===== src/rtl/output_fn_pkg.sv =====
`default_nettype none
// ============================================================================
// Module   : output_fn_pkg
// Purpose  : State type, default pattern and next-state table builder for
//            the overlapping serial sequence detector.
// Revision : 1.0
// ============================================================================
package output_fn_pkg;

    typedef enum logic [1:0] {
        S0 = 2'b00,
        S1 = 2'b01,
        S2 = 2'b10,
        S3 = 2'b11
    } state_e;

    localparam logic [3:0] DEFAULT_PATTERN = 4'b1101;

    // Longest proper prefix of pat that is a suffix of (first cur bits of pat, then b).
    function automatic logic [1:0] next_prefix(input logic [3:0] pat, input int cur,
                                               input logic b);
        logic [4:0] s;
        logic [3:0] mask;
        logic [3:0] head;
        logic [1:0] res;
        res  = 2'b00;
        s    = {1'b0, pat} >> (4 - cur);
        s    = {s[3:0], b};
        for (int len = 1; len <= 3; len++) begin
            if (len <= cur + 1) begin
                mask = 4'((1 << len) - 1);
                head = pat >> (4 - len);
                if ((s[3:0] & mask) == (head & mask)) begin
                    res = len[1:0];
                end
            end
        end
        return res;
    endfunction

    // Packed table: entry index {state, inp}, two bits per entry.
    function automatic logic [15:0] build_next_table(input logic [3:0] pat);
        logic [15:0] tbl;
        tbl = '0;
        for (int k = 0; k < 4; k++) begin
            for (int b = 0; b < 2; b++) begin
                tbl[(k * 2 + b) * 2 +: 2] = next_prefix(pat, k, b[0]);
            end
        end
        return tbl;
    endfunction

endpackage
`default_nettype wire


===== src/rtl/output_fn_beh.sv =====
`default_nettype none
// ============================================================================
// Module   : output_fn_beh
// Purpose  : Overlapping 4-bit serial sequence detector with registered pulse.
// Revision : 1.0
// ============================================================================
module output_fn_beh
    import output_fn_pkg::*;
#(
    parameter logic [3:0] PATTERN = DEFAULT_PATTERN
) (
    output logic [1:0] state,
    output logic       out,
    input  logic       inp,
    input  logic       rst,
    input  logic       clk
);

    localparam logic [15:0] NEXT_TBL = build_next_table(PATTERN);

    state_e     state_q;
    state_e     state_d;
    logic       out_q;
    logic       out_d;
    logic [3:0] tbl_idx;

    always_comb begin
        tbl_idx = {state_q, inp, 1'b0};
        state_d = state_e'(NEXT_TBL[tbl_idx +: 2]);
        // A match completes only from the full 3-bit prefix with the final bit.
        out_d   = (state_q == S3) && (inp == PATTERN[0]);
    end

    always_ff @(posedge clk) begin
        if (rst) begin
            state_q <= S0;
            out_q   <= 1'b0;
        end else begin
            state_q <= state_d;
            out_q   <= out_d;
        end
    end

    assign state = state_q;
    assign out   = out_q;

endmodule
`default_nettype wire


===== config.mk =====
export PLATFORM = sky130hd
export DESIGN_NAME = output_fn_beh
export DESIGN_NICKNAME = d
export VERILOG_FILES = /design/src/rtl/output_fn_pkg.sv /design/src/rtl/output_fn_beh.sv
export SDC_FILE = /design/constraint.sdc
export NUM_CORES = 1
export LEC_CHECK = 0
export CORE_AREA = 2 2 39 41
export DETAILED_ROUTE_END_ITERATION = 7
export DIE_AREA = 0 0 41 43
export PLACE_DENSITY_LB_ADDON = 0.08
export SYNTH_ARGS = -nofsm -noshare
export SYNTH_HDL_FRONTEND = slang
export SYNTH_SLANG_ARGS = --single-unit

===== constraint.sdc =====
create_clock -name clk -period 1 [get_ports clk]
set_input_delay 0.1 -clock clk [delete_from_list [all_inputs] [get_ports clk]]
set_output_delay 0.1 -clock clk [all_outputs]
set_load 0.05 [all_outputs]

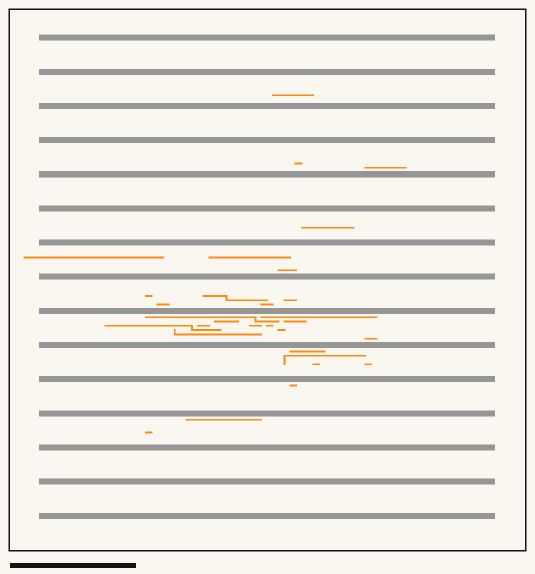
**Above:** the metal 1 layer.
Scale bar: 10 um. Supply wires on this layer in grey.
share of all routed wire: 42%
wire length on this layer: 100 um

==> summary.txt <==
Notes on the physical design

The CTS root buffer is sky130_fd_sc_hd__clkbuf_4. For reference, the placement row count at floorplan is 14. Walking the worst path, the cells encountered are clkdlybuf4s50_1 > ha_4 > mux2i_1 > nor2_1. The arrival time at the worst endpoint is 1.06 ns. In the hold timing report, the worst path depth is 2.

The area fraction in mux cells is 0.0800. For this run, the register share of the synthesized area comes to 0.480. The nature of the critical path startpoint is a primary input. The clock tree from TritonCTS is built. In the post-route analysis, the smallest setup slack over all paths is slightly below 0.06 ns. The sum of negative setup slack is 0 ns. The footprint of the flip-flops and latches is between 60 and 70 sq um. The clock buffer and inverter area fraction after layout is 0.0977. The worst setup slack after placement is -0.196 ns. The path length in cells of the critical path is 4.

In the global route stage, met3 resource usage came out at 0.0157. The report puts the hold buffer count at CTS at 0. The dominant power group in this design is the clock network. The switching power is between 0.1 and 0.15 mW. The number of warning messages in the logs is 27.

The non-clock inverter instance count of the final layout is 1. The post-synthesis to final-layout area growth is 115%. The count of buffer and inverter cells on the critical path is 1.

For this block, the routed nets add up to approximately 240 um of wire. The logic gate fraction of the total cell area is 0.274. Per the CTS log, the maximum H-tree level is 1. The area of the multi-input gates is 73.8 sq um.

In the final layout, the clock buffer count is 4. The final instance count without filler cells is 36. The worst setup path is of the primary input to flip-flop kind.

Detailed-route iteration 0 reported a violation count of 0. The timing report shows that the slowest cell on the worst path is sky130_fd_sc_hd__clkdlybuf4s50_1. Among cell families on the critical path, the largest total delay comes from buffers and inverters.

In the synthesis report, Yosys lists the chip area as 125 sq um. The power report attributes to the combinational group a share of 0.173. For the worst setup path, the data required time is roughly 1.1 ns. Per the detailed placement report, the placed cell area equals about 240 sq um. The run finished with clean final reports.

Per the synthesis report, the XOR/XNOR share of the synthesized area is 0. In this run, synthesis inferred 0 flip-flops with an integrated enable. Overall power consumption after layout is estimated at between 0.4 and 0.5 mW. The total die size is 1760 sq um. The cell-mix breakdown from Yosys lists the simple-gate area share as 0.150. The antenna violation net count after detailed routing is 0.

Post-CTS timing repair inserted 0 buffers for setup. The number of flip-flops in the largest register is 2. Per the detail_route log, met3 wirelength is about 9 um. The shortest clock period the worst path allows after layout is roughly 0.94 ns. The first-pass GRT wire length is 379 um. The fraction of post-synthesis cell area in the top cell type by area is 0.480. The clock insertion delay at the later pin of the skew report is roughly 0.23 ns. The and-or/or-and share of the synthesized area is 0.0600.

The remaining design rule violation count is 0. The CTS log lists the clock sinks for this run as 3. The total of flip-flops plus latches after synthesis is 3. The total global routing track utilization is 0.0411. The worst-case headroom to the max-slew limit is 0.879. After its last routability iteration, the placer logged a weighted congestion of roughly 0.69. The power report attributes to the clock group a share of 0.498. The synthesized netlist net count is 16. Checking hold timing, the worst path is listed with class primary input to flip-flop.

Power attributed to the clock group is roughly 0.21 mW. The worst-case hold slack is ~0.42 ns. The final-report hold violation count is 0. The met2 global-route usage is 0.0406. The Yosys step of the flow raised 0 warnings. Yosys attributes the largest share of cell area to sky130_fd_sc_hd__dfxtp_1, sky130_fd_sc_hd__ha_1, sky130_fd_sc_hd__and4b_2, sky130_fd_sc_hd__mux2i_1, sky130_fd_sc_hd__a211oi_1. The count of maximum capacitance violations is 0. The commonest register cell is sky130_fd_sc_hd__dfxtp_1. The number of unique standard cell types used by synthesis is 7.
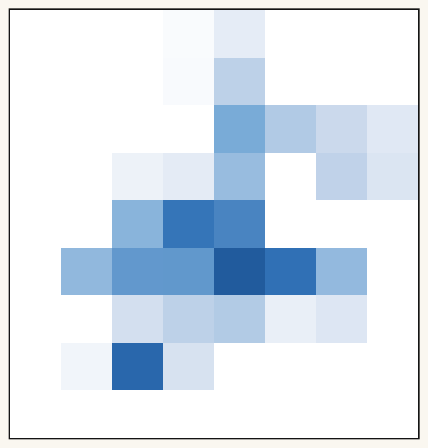
**Above:** local utilization.
8 x 9 tiles, from white (low) to dark blue (high), 0 to 100% covered.
tiles over 75% full: 2.8%
densest ninth of the die: centre
emptiest ninth of the die: north-west
fullest tile: 83%
nearly empty tiles: 58%
core box area: 1380 sq um
utilization of the core after routing: 0.194
share of the core filled by cells before placement: 0.0904

Power is estimated from default activity; no workload was simulated.
